<file path="config.mk">
export PLATFORM = sky130hd
export DESIGN_NAME = waveform_analyzer
export DESIGN_NICKNAME = d
export VERILOG_FILES = /design/src/rtl/waveform_pkg.sv /design/src/rtl/peak_tracker.sv /design/src/rtl/waveform_analyzer.sv
export SDC_FILE = /design/constraint.sdc
export NUM_CORES = 1
export LEC_CHECK = 0
export ABC_AREA = 1
export CORE_MARGIN = 5
export CORE_UTILIZATION = 40
export CTS_BUF_LIST = sky130_fd_sc_hd__clkbuf_2 sky130_fd_sc_hd__clkbuf_4 sky130_fd_sc_hd__clkbuf_8
export DETAILED_ROUTE_END_ITERATION = 10
export PLACE_DENSITY = 0.65
export SYNTH_ARGS = -nofsm -noshare
export SYNTH_HDL_FRONTEND = slang
export SYNTH_SLANG_ARGS = --single-unit
</file>
<file path="constraint.sdc">
create_clock -name Clock -period 6.3 [get_ports Clock]
set_input_delay 0.63 -clock Clock [delete_from_list [all_inputs] [get_ports Clock]]
set_output_delay 0.63 -clock Clock [all_outputs]
set_load 0.1 [all_outputs]
</file>
<file path="src/rtl/waveform_pkg.sv">
// Shared sample type and analyzer state encoding for the waveform generator/analyzer pair.
package waveform_pkg;

  localparam int SAMPLE_W = 24;

  typedef logic signed [SAMPLE_W-1:0] sample_t;

  typedef enum logic [0:0] {
    SEEK    = 1'b0,
    MEASURE = 1'b1
  } analyzer_state_t;

endpackage

</file>
<file path="src/rtl/peak_tracker.sv">
// Running signed maximum/minimum over the samples of one waveform cycle.
module peak_tracker #(
  parameter int DATA_W = 24
) (
  input  logic                     Clock,
  input  logic                     Reset,
  input  logic                     restart_i,
  input  logic                     update_i,
  input  logic signed [DATA_W-1:0] sample_i,
  output logic signed [DATA_W-1:0] max_o,
  output logic signed [DATA_W-1:0] min_o
);

  logic signed [DATA_W-1:0] max_q, max_d;
  logic signed [DATA_W-1:0] min_q, min_d;

  // restart seeds both extremes with the sample; update folds it in
  always_comb begin
    max_d = max_q;
    min_d = min_q;
    if (restart_i) begin
      max_d = sample_i;
      min_d = sample_i;
    end else if (update_i) begin
      if (sample_i > max_q) begin
        max_d = sample_i;
      end else begin
        max_d = max_q;
      end
      if (sample_i < min_q) begin
        min_d = sample_i;
      end else begin
        min_d = min_q;
      end
    end else begin
      max_d = max_q;
      min_d = min_q;
    end
  end

  always_ff @(posedge Clock or posedge Reset) begin
    if (Reset) begin
      max_q <= '0;
      min_q <= '0;
    end else begin
      max_q <= max_d;
      min_q <= min_d;
    end
  end

  assign max_o = max_q;
  assign min_o = min_q;

endmodule

</file>
<file path="src/rtl/waveform_analyzer.sv">
// Rising zero-crossing detector with hysteresis; reports period in samples and
// the signed peaks of each complete waveform cycle.
module waveform_analyzer
  import waveform_pkg::*;
#(
  parameter int DATA_W = SAMPLE_W,
  parameter int CNT_W  = 16,
  parameter int HYST   = 0
) (
  input  logic                     Clock,
  input  logic                     Reset,
  input  logic signed [DATA_W-1:0] sampleIn,
  input  logic                     sampleValid,
  output logic        [CNT_W-1:0]  period,
  output logic signed [DATA_W-1:0] peakPos,
  output logic signed [DATA_W-1:0] peakNeg,
  output logic                     resultValid,
  output logic                     locked,
  output logic                     overflow
);

  localparam logic signed [DATA_W-1:0] HYST_POS = DATA_W'(HYST);
  localparam logic signed [DATA_W-1:0] HYST_NEG = -HYST_POS;
  localparam logic        [CNT_W-1:0]  CNT_MAX  = '1;
  localparam logic        [CNT_W-1:0]  CNT_ONE  = CNT_W'(1);

  analyzer_state_t          state_q, state_d;
  logic                     armed_q, armed_d;
  logic        [CNT_W-1:0]  count_q, count_d;
  logic        [CNT_W-1:0]  period_q, period_d;
  logic signed [DATA_W-1:0] peak_pos_q, peak_pos_d;
  logic signed [DATA_W-1:0] peak_neg_q, peak_neg_d;
  logic                     result_valid_q, result_valid_d;
  logic                     locked_q, locked_d;
  logic                     overflow_q, overflow_d;

  logic                     crossing_s;
  logic                     arm_s;
  logic                     trk_restart_s;
  logic                     trk_update_s;
  logic signed [DATA_W-1:0] trk_max_s;
  logic signed [DATA_W-1:0] trk_min_s;

  // Crossing uses the pre-sample armed flag; the two thresholds never overlap
  assign crossing_s = armed_q && (sampleIn >= HYST_POS);
  assign arm_s      = (sampleIn < HYST_NEG);

  peak_tracker #(
    .DATA_W(DATA_W)
  ) u_peak_tracker (
    .Clock    (Clock),
    .Reset    (Reset),
    .restart_i(trk_restart_s),
    .update_i (trk_update_s),
    .sample_i (sampleIn),
    .max_o    (trk_max_s),
    .min_o    (trk_min_s)
  );

  always_comb begin
    state_d        = state_q;
    armed_d        = armed_q;
    count_d        = count_q;
    period_d       = period_q;
    peak_pos_d     = peak_pos_q;
    peak_neg_d     = peak_neg_q;
    result_valid_d = 1'b0;
    locked_d       = locked_q;
    overflow_d     = 1'b0;
    trk_restart_s  = 1'b0;
    trk_update_s   = 1'b0;
    if (sampleValid) begin
      if (crossing_s) begin
        armed_d = 1'b0;
      end else if (arm_s) begin
        armed_d = 1'b1;
      end else begin
        armed_d = armed_q;
      end
      case (state_q)
        SEEK: begin
          if (crossing_s) begin
            state_d       = MEASURE;
            count_d       = CNT_ONE;
            trk_restart_s = 1'b1;
          end else begin
            state_d = SEEK;
          end
        end
        MEASURE: begin
          if (crossing_s) begin
            period_d       = count_q;
            peak_pos_d     = trk_max_s;
            peak_neg_d     = trk_min_s;
            result_valid_d = 1'b1;
            locked_d       = 1'b1;
            count_d        = CNT_ONE;
            trk_restart_s  = 1'b1;
          end else if (count_q == CNT_MAX) begin
            // Saturated: abandon the cycle and hunt for a fresh arm/crossing
            overflow_d = 1'b1;
            locked_d   = 1'b0;
            armed_d    = 1'b0;
            state_d    = SEEK;
            count_d    = '0;
          end else begin
            count_d      = count_q + CNT_ONE;
            trk_update_s = 1'b1;
          end
        end
        default: begin
          state_d = SEEK;
        end
      endcase
    end else begin
      state_d = state_q;
    end
  end

  always_ff @(posedge Clock or posedge Reset) begin
    if (Reset) begin
      state_q        <= SEEK;
      armed_q        <= 1'b0;
      count_q        <= '0;
      period_q       <= '0;
      peak_pos_q     <= '0;
      peak_neg_q     <= '0;
      result_valid_q <= 1'b0;
      locked_q       <= 1'b0;
      overflow_q     <= 1'b0;
    end else begin
      state_q        <= state_d;
      armed_q        <= armed_d;
      count_q        <= count_d;
      period_q       <= period_d;
      peak_pos_q     <= peak_pos_d;
      peak_neg_q     <= peak_neg_d;
      result_valid_q <= result_valid_d;
      locked_q       <= locked_d;
      overflow_q     <= overflow_d;
    end
  end

  assign period      = period_q;
  assign peakPos     = peak_pos_q;
  assign peakNeg     = peak_neg_q;
  assign resultValid = result_valid_q;
  assign locked      = locked_q;
  assign overflow    = overflow_q;

endmodule
</file>
Run 1, routing congestion:
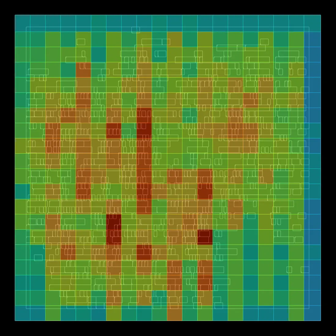
Top Usage Layer GRT: met2
wire per inst: 14.1 um
met1 Resource Use GR: 0.222
GRT Util Overall: 0.167
routing usage on met3: 0.0445

Run 1, register map, names as in the netlist:
The bar under the picture is 50 um long. Other sequential cells in the stronger grey, the rest of the logic in the fainter grey.
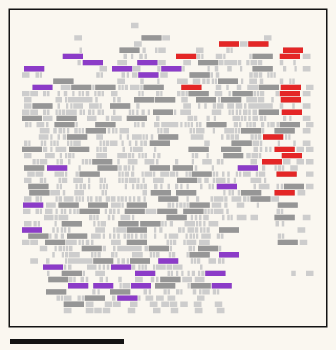
red -> period  # placed flops 16
purple -> peakPos  # placed flops 24
post-layout util: 0.496

==> run_results.csv, run 1 <==
group,metric,value,unit
finish,n_clock_buffer,17,
setup_path,ff2ff_setup_slack,3.57,ns
clock_tree,cts_tree,"built",
global_routing,grt_util_met2,0.269,
setup_path,slowest_stage,"nand2_2",
finish,final-comb-area,2780,um2
routing,viasPerCell,4.76,
setup_path,reg2reg_from,"u_peak_tracker.min_o[23]",
worst_hold_path,whs_endpoint,"period[2]",
synthesis,synth_cell_type_count,35,
finish,nets,942,
floorplan,die_area,19200,um2
run_status,outcome,"finished, final reports clean",
synthesis,synthTopCellsByArea,"dfrtp_1 (50%), nand2_1 (14%), ha_1 (9.1%), inv_1 (5.3%), o21ai_0 (4.4%)",
routing,wl_met1,7.20,mm
timing,fin_crit_sh,0.493,
finish,clock_cell_area_share,0.0538,
finish,seq_share,0.409,
timing,finalCriticalPeriod,3.11,ns
synthesis,synth_area,6630,um2
place,dp_cells,1068,
global_routing,gr-total-overflow,0,
worst_hold_path,holdPathStages,2,
Run 1, placed cells, one colour a class:
The bar under the picture is 50 um long.
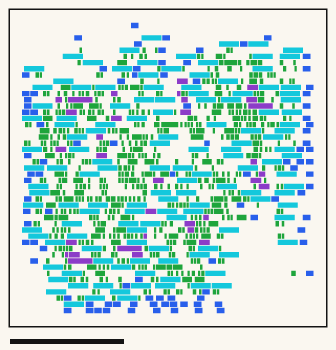
cyan -> flip-flops  # cells 133, share of their area 42%
blue -> other buffers and delay cells  # cells 96, share of their area 12%
green -> all other logic  # cells 619, share of their area 40%
purple -> clock drivers and dummy loads  # cells 32, share of their area 5.6%
Design Area, Final: 8140 um2
Core ar.: 16400 um2

Run 1, cell sizes after repair:
The bar under the picture is 50 um long.
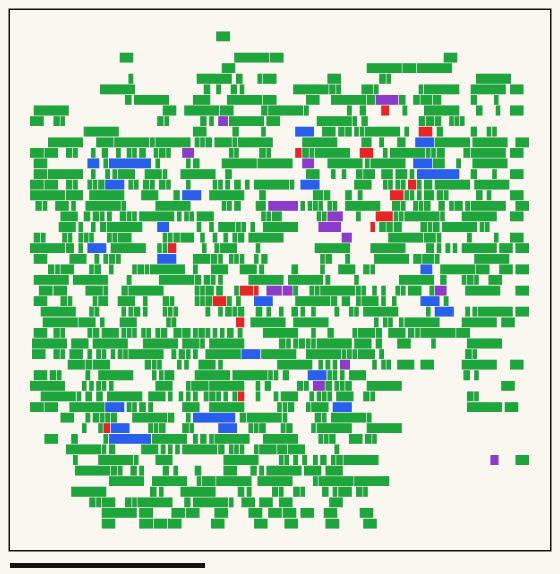
purple -> drive 3 to 4  # cells 14, most used clkinv_4
green -> drive 1 or less  # cells 827, most used nand2_1
blue -> drive 6 and up  # cells 24, most used clkbuf_8
red -> drive 2  # cells 15, most used nand3_2
Non-clock buffers: 96
area delta synth->final: 22.9%
final worst slack: 3.19 ns

[run 1: worst max-delay path: cells and delay by family]
family | cells | cell delay, ns
adder cells (fa/ha/maj) | 1 | 0.39
AND/OR/NAND/NOR | 10 | 1.87
buffers and inverters | 2 | 0.59
[run 1: sequential cells by signal, summed over array words and instances (netlist names)]
register / cells
locked: 1
armed_q: 1
period: 16
u_peak_tracker.min_o: 24
state_q: 1
peakNeg: 24
count_q: 16
resultValid: 1
u_peak_tracker.max_o: 24
overflow: 1
peakPos: 24
[run 1: cells by family after synthesis]
logic type,count (synthesis),share of synthesized area
XOR/XNOR,8,0.0106
AND-OR/OR-AND,100,0.0827
adder cells (fa/ha/maj),48,0.0907
buffers and inverters,123,0.0774
flip-flops,133,0.502
AND/OR/NAND/NOR,367,0.236
## Run 2: what changed since run 1
- clock period: 6.3 -> 3.23 ns (I/O delays scaled with it)
==> run 2 against run 1 <==
  * Area after synthesis did not move
  * Clock-buffer cell count up 3
  * Synthesized cell count did not move
  * Die size is the same
  * Clock skew shrank 0.0040 ns
  * Final cell count is 0.36% higher
  * Critical endpoint is now u_peak_tracker.max_o[3]
  * Largest cell class unchanged
==> run_results.csv, run 2 <==
group,metric,value,unit
global_routing,gr-total-overflow,0,
global_routing,grt_use_met3,0.0362,
finish,nets,946,
finish,final-comb-area,2780,um2
run_status,outcome,"finished, final reports clean",
setup_path,slowest_stage,"clkdlybuf4s50_1",
finish,n_clock_buffer,20,
setup_path,crit_buf_inv,1,
timing,finalCriticalPeriod,2.36,ns
global_routing,grtUsageTotal,0.169,
finish,clock_cell_area_share,0.0565,
routing,viasPerCell,4.82,
floorplan,core_area,16400,um2
clock_tree,cts_tree,"built",
synthesis,synth_area,6630,um2
floorplan,die_area,19200,um2
place,dp_cells,1072,
timing,fin_crit_sh,0.730,
synthesis,synthTopCellsByArea,"dfrtp_1 (50%), nand2_1 (14%), ha_1 (9.1%), inv_1 (5.3%), o21ai_0 (4.4%)",
synthesis,synth_cell_type_count,35,
global_routing,grt_util_met2,0.273,
==> run 2: final timing paths <==
kind	cells past startpoint	from	end	slack, ns
setup / recovery	11	sampleIn[23]	u_peak_tracker.max_o[3]	0.87
hold / removal	2	Reset	peakNeg[4]	0.27
setup reg to reg	11	u_peak_tracker.max_o[23]	u_peak_tracker.max_o[3]	0.94
hold reg to reg	2	period[15]	period[15]	0.47
max in group asynchronous	3	Reset	peakPos[14]	2.11
min in group Clock	2	period[15]	period[15]	0.47
==> run 2: cells by family (layout without fill, tap and decap cells) <==
logic type               after synthesis  in the layout  synth area share
AND-OR/OR-AND                        100            100            0.0827
XOR/XNOR                               8              8            0.0106
adder cells (fa/ha/maj)               48             48            0.0907
buffers and inverters                123            228            0.0774
flip-flops                           133            133             0.502
AND/OR/NAND/NOR                      367            367             0.236
Run 2, cell sizes after repair:
The bar under the picture is 50 um long.
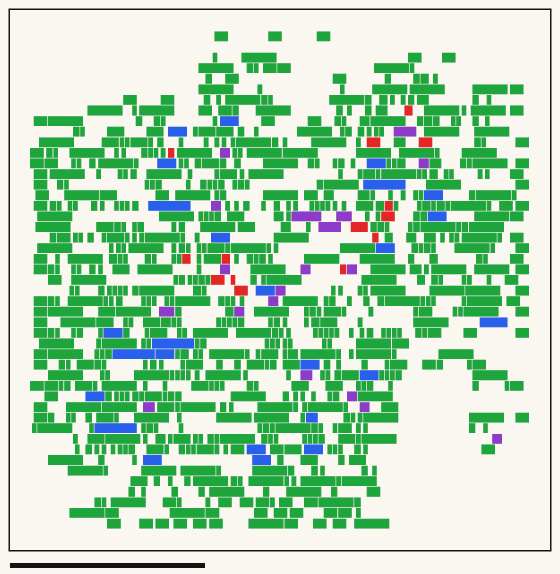
purple -> drive 3 to 4  # cells 19, most used buf_4
red -> drive 2  # cells 14, most used nand3_2
blue -> drive 6 and up  # cells 25, most used clkbuf_8
green -> drive 1 or less  # cells 826, most used nand2_1
Non-clock buffers: 100
Design Area, Final: 8210 um2
final worst slack: 0.871 ns
area delta synth->final: 23.9%

Run 2, placed cells, one colour a class:
The bar under the picture is 50 um long.
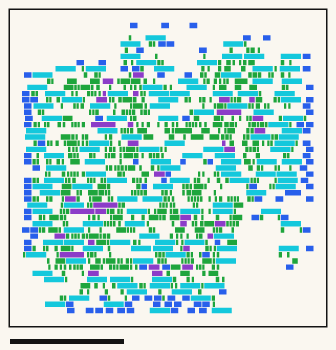
green -> all other logic  # cells 619, share of their area 40%
cyan -> flip-flops  # cells 133, share of their area 42%
blue -> other buffers and delay cells  # cells 100, share of their area 13%
purple -> clock drivers and dummy loads  # cells 32, share of their area 5.8%
post-layout util: 0.500
Seq area share: 0.405
row count: 47

Run 2, logic cells by family:
The bar under the picture is 50 um long.
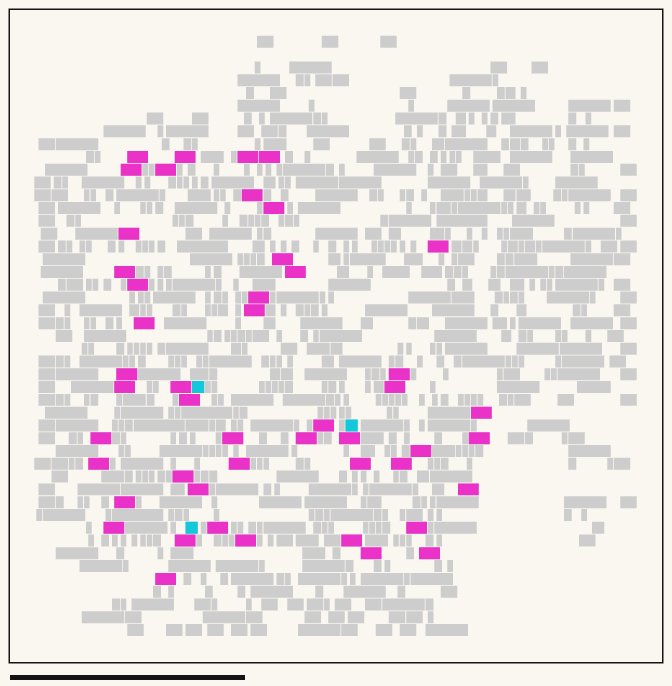
magenta -> adder and majority cells  # cells 48
cyan -> AND-OR and OR-AND gates  # cells 3
Comb/total area: 0.339
most used logic cell in the final layout: nand2_1

## Run 3: what changed since run 2
- PLACE_DENSITY: 0.65 -> 0.67
- clock period: 3.23 -> 1.9 ns (I/O delays scaled with it)
==> run 3 against run 2 <==
  * The run now ends with negative setup slack left
  * Register-to-register slack worse by 1.2 ns
  * Sequential share of layout area down 5.2 points
  * Die size unchanged
  * Global-route usage up 1.5 points
  * Clock-buffer cell count down 1
  * Hold slack worse by 0.047 ns
  * Routed wire length up 13%
  * First-iteration DRC count up 12%
  * Utilization up 7.4 points
  * Design area up 15%
  * Largest cell class is now logic gates
==> run_results.csv, run 3 <==
group,metric,value,unit
place,dp_cells,1140,
setup_path,critPathTopFamily,"simple AND/OR/NAND/NOR gates",
run_status,outcome,"finished with violations",
routing,viasPerCell,4.84,
synthesis,ys_sh_aoi,0.0827,
setup_path,slowest_stage,"dfrtp_1",
synthesis,synth_area,6630,um2
synthesis,logic_family,"simple AND/OR/NAND/NOR gates",
synthesis,synth-adder-area-share,0.0907,
floorplan,row_count,47,
timing,setup_viol_count_final,48,
setup_path,ff2ff_setup_slack,-0.24,ns
run_status,violations,"negative setup slack",
synthesis,synthSimpleGateAreaFrac,0.236,
floorplan,core_area,16400,um2
floorplan,die_area,19200,um2
timing,setup_slack,-0.237,ns
finish,post-route-util,0.575,
setup_path,r2r-end,"u_peak_tracker.max_o[11]",
finish,final_layout_top_logic_cell,"nand2_1",
-- run 3: cell types whose count changed in the layout (fill, tap and decap cells not counted), moves of 12 or more --
cell	before	now
ha_1	48	29
nand3_1	57	45
nand2_2	2	32
nand2_1	251	215
buf_4	7	146
inv_2	1	21
inv_1	92	72
ha_4	0	19
clkdlybuf4s50_1	92	26
-- run 3: cell type report --
type | instances | area, um2 | share of cell area
Clock buffer | 19 | 249 | 0.0264
Sequential cell | 133 | 3330 | 0.353
Inverter | 96 | 367 | 0.0389
Timing Repair Buffer | 190 | 1630 | 0.173
Multi-Input combinational cell | 525 | 3380 | 0.358
Tap cell | 220 | 275 | 0.0292
Clock inverter | 13 | 206 | 0.0219
Run 3, logic cells by family:
The bar under the picture is 50 um long.
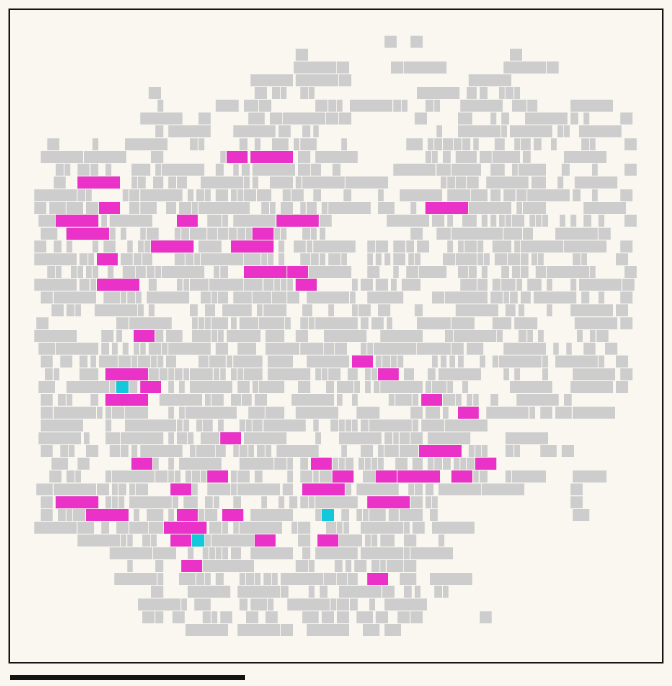
cyan -> AND-OR and OR-AND gates  # cells 3
magenta -> adder and majority cells  # cells 48
Comb/total area: 0.358
Final Non-Filler Cells: 1196

Run 3, register map, names as in the netlist:
The bar under the picture is 50 um long. Other sequential cells in the stronger grey, the rest of the logic in the fainter grey.
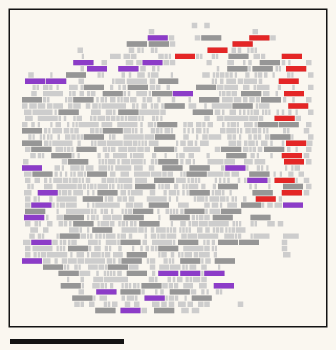
purple -> peakPos  # placed flops 24, where widely spread
red -> period  # placed flops 16
not coloured = 93
storage element area: 3330 um2

Run 3, cell sizes after repair:
The bar under the picture is 50 um long.
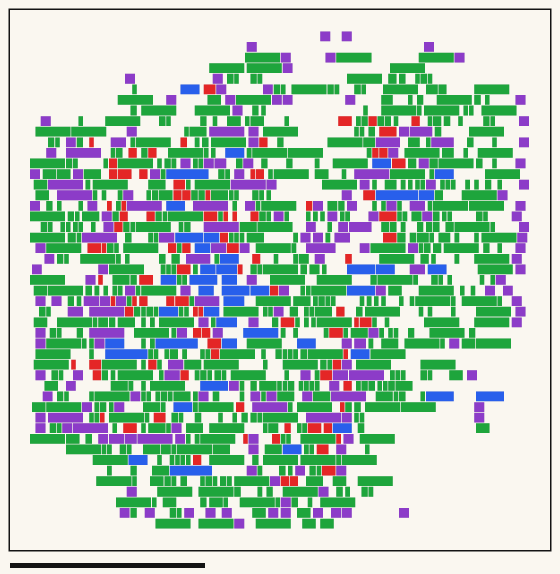
red -> drive 2  # cells 91, most used nand2_2
purple -> drive 3 to 4  # cells 192, most used buf_4
blue -> drive 6 and up  # cells 43, most used clkbuf_8
green -> drive 1 or less  # cells 650, most used nand2_1
Non-clock buffers: 190
area delta synth->final: 42.3%
Design Area, Final: 9430 um2
final worst slack: -0.237 ns

